==> images/placement_by_type.png <==
(4 px per µm) Fill, decap, tap and diode cells in gray.
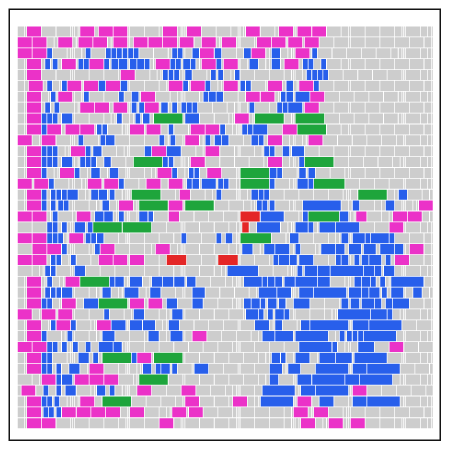
==> images/clk_routes.png <==
(6 px per µm)
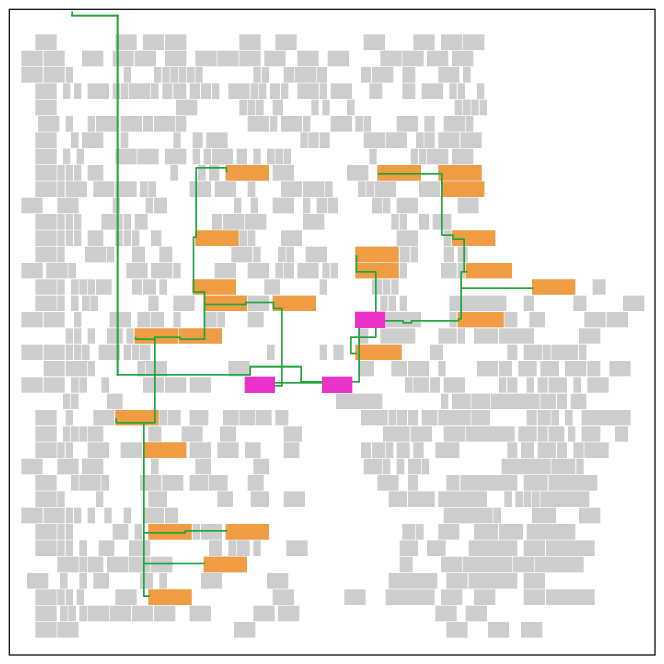
==> images/congestion.png <==
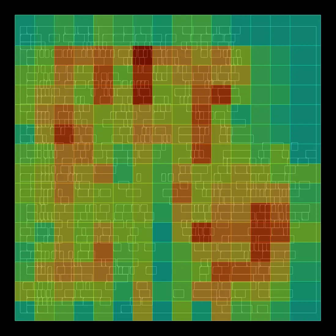
==> images/power_grid.png <==
(3 px per µm) Pins as bars on the die edge.
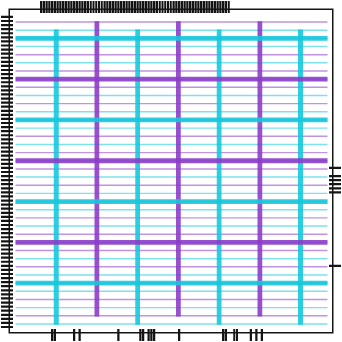
==> images/flops_by_reg.png <==
(4 px per µm) Other sequential cells in the stronger gray, the rest of the logic in the fainter gray.
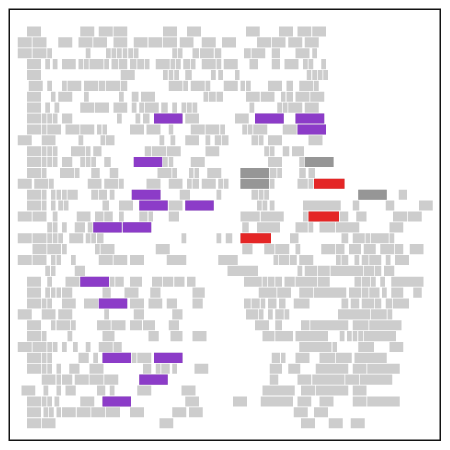
**src/rtl/mux_arb_n_to_1_if.sv**
```systemverilog
// Channel bus for the N-to-1 mux/arbiter: packed channel data and requests in,
// combinational grant back to the sources, registered word out with a ready handshake.
interface mux_arb_n_to_1_if #(
  parameter int WIDTH    = 16,
  parameter int CHANNELS = 8,
  parameter int SEL_W    = 3
);
  logic [CHANNELS*WIDTH-1:0] I;
  logic [CHANNELS-1:0]       REQ;
  logic [SEL_W-1:0]          S;
  logic                      MODE;
  logic [CHANNELS-1:0]       GNT;
  logic [WIDTH-1:0]          Y;
  logic                      Y_VALID;
  logic [SEL_W-1:0]          Y_CH;
  logic                      Y_READY;

  // Source/sink side: drives data, requests, select, mode and ready.
  modport master (
    output I, REQ, S, MODE, Y_READY,
    input  GNT, Y, Y_VALID, Y_CH
  );

  // Mux/arbiter side.
  modport slave (
    input  I, REQ, S, MODE, Y_READY,
    output GNT, Y, Y_VALID, Y_CH
  );
endinterface

```
**src/rtl/mux_arb_n_to_1.sv**
```systemverilog
// N-to-1 multiplexer/arbiter. MODE=0 picks the channel named by S, MODE=1
// arbitrates round-robin from an internal pointer. The chosen word lands in a
// single output register one cycle after its grant; a new grant is only issued
// when that register is empty or being drained in the same cycle.
module mux_arb_n_to_1 #(
  parameter int WIDTH    = 16,
  parameter int CHANNELS = 8,
  parameter int SEL_W    = 3
) (
  input  logic                i_clk,
  input  logic                i_rst,
  mux_arb_n_to_1_if.slave     bus
);

  logic [WIDTH-1:0]    r_y;
  logic                r_y_valid;
  logic [SEL_W-1:0]    r_y_ch;
  logic [SEL_W-1:0]    r_ptr;

  logic                w_load;
  logic                w_sel_ok;
  logic                w_rr_found;
  logic [SEL_W-1:0]    w_rr_winner;
  logic [SEL_W-1:0]    w_idx;
  logic                w_gnt_valid;
  logic [SEL_W-1:0]    w_gnt_ch;
  logic [CHANNELS-1:0] w_gnt;

  // Output register can take a new word when empty or drained this cycle.
  assign w_load   = !r_y_valid || bus.Y_READY;
  assign w_sel_ok = (int'(bus.S) < CHANNELS);

  // Round-robin search: walk from the pointer downwards in reverse so the
  // last hit written is the first requester at or after the pointer.
  always_comb begin
    w_rr_found  = 1'b0;
    w_rr_winner = '0;
    w_idx       = '0;
    for (int j = CHANNELS - 1; j >= 0; j--) begin
      w_idx = SEL_W'((int'(r_ptr) + j) % CHANNELS);
      if (bus.REQ[w_idx]) begin
        w_rr_found  = 1'b1;
        w_rr_winner = w_idx;
      end else begin
        w_rr_found  = w_rr_found;
      end
    end
  end

  // Grant decision: suppressed in reset and while the held word is stalled.
  always_comb begin
    w_gnt_valid = 1'b0;
    w_gnt_ch    = '0;
    if (i_rst || !w_load) begin
      w_gnt_valid = 1'b0;
    end else if (bus.MODE) begin
      w_gnt_valid = w_rr_found;
      w_gnt_ch    = w_rr_winner;
    end else begin
      w_gnt_valid = w_sel_ok ? bus.REQ[bus.S] : 1'b0;
      w_gnt_ch    = bus.S;
    end
  end

  // One-hot grant vector from the decision above (zero when no grant).
  always_comb begin
    w_gnt = '0;
    if (w_gnt_valid) begin
      w_gnt[w_gnt_ch] = 1'b1;
    end else begin
      w_gnt = '0;
    end
  end

  // Output register and round-robin pointer; pointer moves only on MODE=1 grants.
  always_ff @(posedge i_clk) begin
    if (i_rst) begin
      r_y       <= '0;
      r_y_ch    <= '0;
      r_y_valid <= 1'b0;
      r_ptr     <= '0;
    end else if (w_gnt_valid) begin
      r_y       <= bus.I[int'(w_gnt_ch)*WIDTH +: WIDTH];
      r_y_ch    <= w_gnt_ch;
      r_y_valid <= 1'b1;
      if (bus.MODE) begin
        if (int'(w_gnt_ch) == CHANNELS - 1) begin
          r_ptr <= '0;
        end else begin
          r_ptr <= w_gnt_ch + SEL_W'(1);
        end
      end
    end else if (r_y_valid && bus.Y_READY) begin
      r_y_valid <= 1'b0;
    end
  end

  assign bus.GNT     = w_gnt;
  assign bus.Y       = r_y;
  assign bus.Y_VALID = r_y_valid;
  assign bus.Y_CH    = r_y_ch;

endmodule

```
**src/flat_wrapper.sv**
```systemverilog
// flat-port wrapper written by rule: the top's interface ports become plain ports
module mux_arb_n_to_1_flat 
#(
  parameter int WIDTH    = 16,
  parameter int CHANNELS = 8,
  parameter int SEL_W    = 3
)
  (i_clk, i_rst, bus_I, bus_REQ, bus_S, bus_MODE, bus_Y_READY, bus_GNT, bus_Y, bus_Y_VALID, bus_Y_CH);
  mux_arb_n_to_1_if #(.WIDTH(WIDTH), .CHANNELS(CHANNELS), .SEL_W(SEL_W)) bus_i ();
  input  logic i_clk;
  input  logic i_rst;
  input wire logic [$bits(bus_i.I)-1:0] bus_I;
  input wire logic [$bits(bus_i.REQ)-1:0] bus_REQ;
  input wire logic [$bits(bus_i.S)-1:0] bus_S;
  input wire logic [$bits(bus_i.MODE)-1:0] bus_MODE;
  input wire logic [$bits(bus_i.Y_READY)-1:0] bus_Y_READY;
  output wire logic [$bits(bus_i.GNT)-1:0] bus_GNT;
  output wire logic [$bits(bus_i.Y)-1:0] bus_Y;
  output wire logic [$bits(bus_i.Y_VALID)-1:0] bus_Y_VALID;
  output wire logic [$bits(bus_i.Y_CH)-1:0] bus_Y_CH;
  assign bus_i.I = bus_I;
  assign bus_i.REQ = bus_REQ;
  assign bus_i.S = bus_S;
  assign bus_i.MODE = bus_MODE;
  assign bus_i.Y_READY = bus_Y_READY;
  assign bus_GNT = bus_i.GNT;
  assign bus_Y = bus_i.Y;
  assign bus_Y_VALID = bus_i.Y_VALID;
  assign bus_Y_CH = bus_i.Y_CH;
  mux_arb_n_to_1 #(.WIDTH(WIDTH), .CHANNELS(CHANNELS), .SEL_W(SEL_W)) u_core (.i_clk(i_clk), .i_rst(i_rst), .bus(bus_i));
endmodule
```
**config.mk**
```make
export PLATFORM = sky130hd
export DESIGN_NAME = mux_arb_n_to_1_flat
export DESIGN_NICKNAME = d
export VERILOG_FILES = /design/src/rtl/mux_arb_n_to_1_if.sv /design/src/rtl/mux_arb_n_to_1.sv /design/src/flat_wrapper.sv
export SDC_FILE = /design/constraint.sdc
export NUM_CORES = 1
export LEC_CHECK = 0
export CAP_MARGIN = 20
export CORE_MARGIN = 1.5
export CORE_UTILIZATION = 29
export DETAILED_ROUTE_END_ITERATION = 8
export SETUP_SLACK_MARGIN = 0.5
export SLEW_MARGIN = 40
export SYNTH_ARGS = -nofsm -noshare
export SYNTH_HDL_FRONTEND = slang
export SYNTH_SLANG_ARGS = --single-unit
```
**constraint.sdc**
```tcl
create_clock -name i_clk -period 13.81 [get_ports i_clk]
set_input_delay 3.4525 -clock i_clk [delete_from_list [all_inputs] [get_ports i_clk]]
set_output_delay 3.4525 -clock i_clk [all_outputs]
set_load 0.01 [all_outputs]
```
==> run notes <==
flow finished, numbers: RSZ-0062 raised after global routing false, fp util 0.3020, syn_nets 603, total grt overflow 0, vias in the first global route 3760, number of antenna diodes 0, Log Warnings 27, Core Area 0.01046 mm², PostCTS Resize Cnt 0, status complete, no violations, detailed placer's ending HPWL 10120 µm, Vert. Die Dim 107.4 µm, Internal Power just over 0.2 mW, clk sinks 23, final tally of hold violations 0, TNS Setup 0 ps, Hold Crit Class flop to flop, setup bufs post-CTS 0, die width 107.4 µm, clk slew on worst S/H paths 80 ps
Notes on placement_by_type.png above:
Green stands for sequential cells, cells 23, share of their area 9.8%. Red stands for clock drivers and dummy loads, cells 4, share of their area 0.97%. Magenta stands for remaining buffers and delay cells, cells 173, share of their area 36%. Blue stands for combinational and other logic, cells 393, share of their area 53%.
fin area: 0.004922 mm²
Rows: 37

Notes on clk_routes.png above:
Green stands for clock wires, length 381 µm. Orange stands for flip-flops, count 23. Magenta stands for clock drivers, count 3.
There are 4 routed clock nets.
clk latency late pin: 270 ps
Clock power frac: 0.125
Worst Clk Skew: 14.57 ps
clock group total power: 0.0425 mW

Notes on congestion.png above:
met2 Track Usage GR: 0.3749
GR Layer Usage met1: 0.2605
Layout Utilization: 0.4705
Top Usage Layer GRT: met2

Notes on power_grid.png above:
Purple stands for VDD. Cyan stands for VSS.
The core has 37 rows. 7 straps on met4. 38 met1 rails follow the rows.

Notes on flops_by_reg.png above:
Purple stands for u_core.bus.Y, flops 16. Red stands for u_core.r_ptr, flops 3.
Flop area: 464.2 µm²
sequential cell area share: 0.09431
Sequential Power: 0.0859 mW

[cell families (layout without fill, tap and decap cells)]
| group | after synthesis | in the layout | share of synthesized area |
|---|---|---|---|
| fa+ha+maj | 2 | 2 | 0.007920 |
| simple gates | 229 | 229 | 0.3160 |
| buf+inv | 50 | 185 | 0.07683 |
| flops | 23 | 23 | 0.1457 |
| compound gates | 108 | 108 | 0.2329 |
| mux | 41 | 41 | 0.2067 |
| xor+xnor | 5 | 5 | 0.01386 |
[registers in the layout (all words and copies together) (netlist names)]
signal              count
u_core.bus.Y           16
u_core.bus.Y_CH         3
u_core.bus.Y_VALID      1
u_core.r_ptr            3
[final timing paths]
| check | endpoint | from | cells after the start | slack (ps) |
|---|---|---|---|---|
| hold / removal | u_core.bus.Y_CH[2]$_SDFFE_PP0P_ | u_core.bus.Y_CH[2]$_SDFFE_PP0P_ | 2 | 470 |
| setup reg to reg | u_core.bus.Y[10]$_SDFFE_PP0P_ | u_core.r_ptr[1]$_SDFFE_PP0P_ | 12 | 8840 |
| setup / recovery | bus_GNT[7] | bus_REQ[2] | 9 | 3110 |
| hold reg to reg | u_core.bus.Y_CH[2]$_SDFFE_PP0P_ | u_core.bus.Y_CH[2]$_SDFFE_PP0P_ | 2 | 470 |
[area by class of cell]
class,count,share of cell area
Clock buffer,3,0.008388
Timing Repair Buffer,173,0.3503
Clock inverter,1,0.001017
Sequential cell,23,0.09431
Multi-Input combinational cell,385,0.5053
Tap cell,136,0.03457
Inverter,8,0.006101
[power groups by stage]
stage	Combinational, mW	Clock (mW)	Sequential [mW]
floorplan	0.124	0	0.0861
global placement	0.210	0	0.0868
detailed placement	0.210	0	0.0874
CTS	0.211	0.0450	0.0859
global route	0.228	0.0467	0.0874
finish	0.211	0.0425	0.0859
[cells in the mapped netlist (2+ instances only)]
master	count	area (µm²)
nor4_1	2	12.51
a31oi_1	17	106.4
xor2_1	3	26.28
and3_1	3	18.77
clkbuf_1	24	90.09
inv_1	7	26.28
a22oi_1	10	75.07
nor3_2	2	20.02
a211o_1	5	43.79
ha_1	2	25.02
o21ai_0	17	85.08
nor3_1	7	35.03
mux4_2	17	382.9
a21oi_1	24	120.1
nand2b_1	3	18.77
o311ai_0	2	17.52
a211oi_1	10	75.07
nand2_1	176	660.6
buf_4	2	15.01
mux2_2	7	78.83
nor3b_1	5	37.54
or2_2	2	12.51
a22o_1	2	17.52
buf_2	10	50.05
nor2b_1	4	25.02
buf_1	3	11.26
a222oi_1	6	60.06
dfxtp_1	23	460.4
o211ai_1	2	15.01
nor2_1	16	60.06
mux2i_1	15	150.1
xnor2_1	2	17.52
o221ai_1	2	17.52
[critical path, stage by stage]
cell and delay (ps):
clkdlybuf4s50_1 600, mux4_1 710, mux2i_1 250, o211ai_1 110, o21ai_0 470, o221a_2 690, nand2_1 200, nor2_1 170
clkdlybuf4s50_1 580
[per-layer routing]
metal,up-vias,wire [µm],GRT usage
li1,1909,-,-
met3,10,1035,0.05085
met5,-,0,0
met2,164,6407,0.3749
met4,0,166,0.04229
met1,1820,5150,0.2605
Power is estimated from default activity; no workload was simulated.
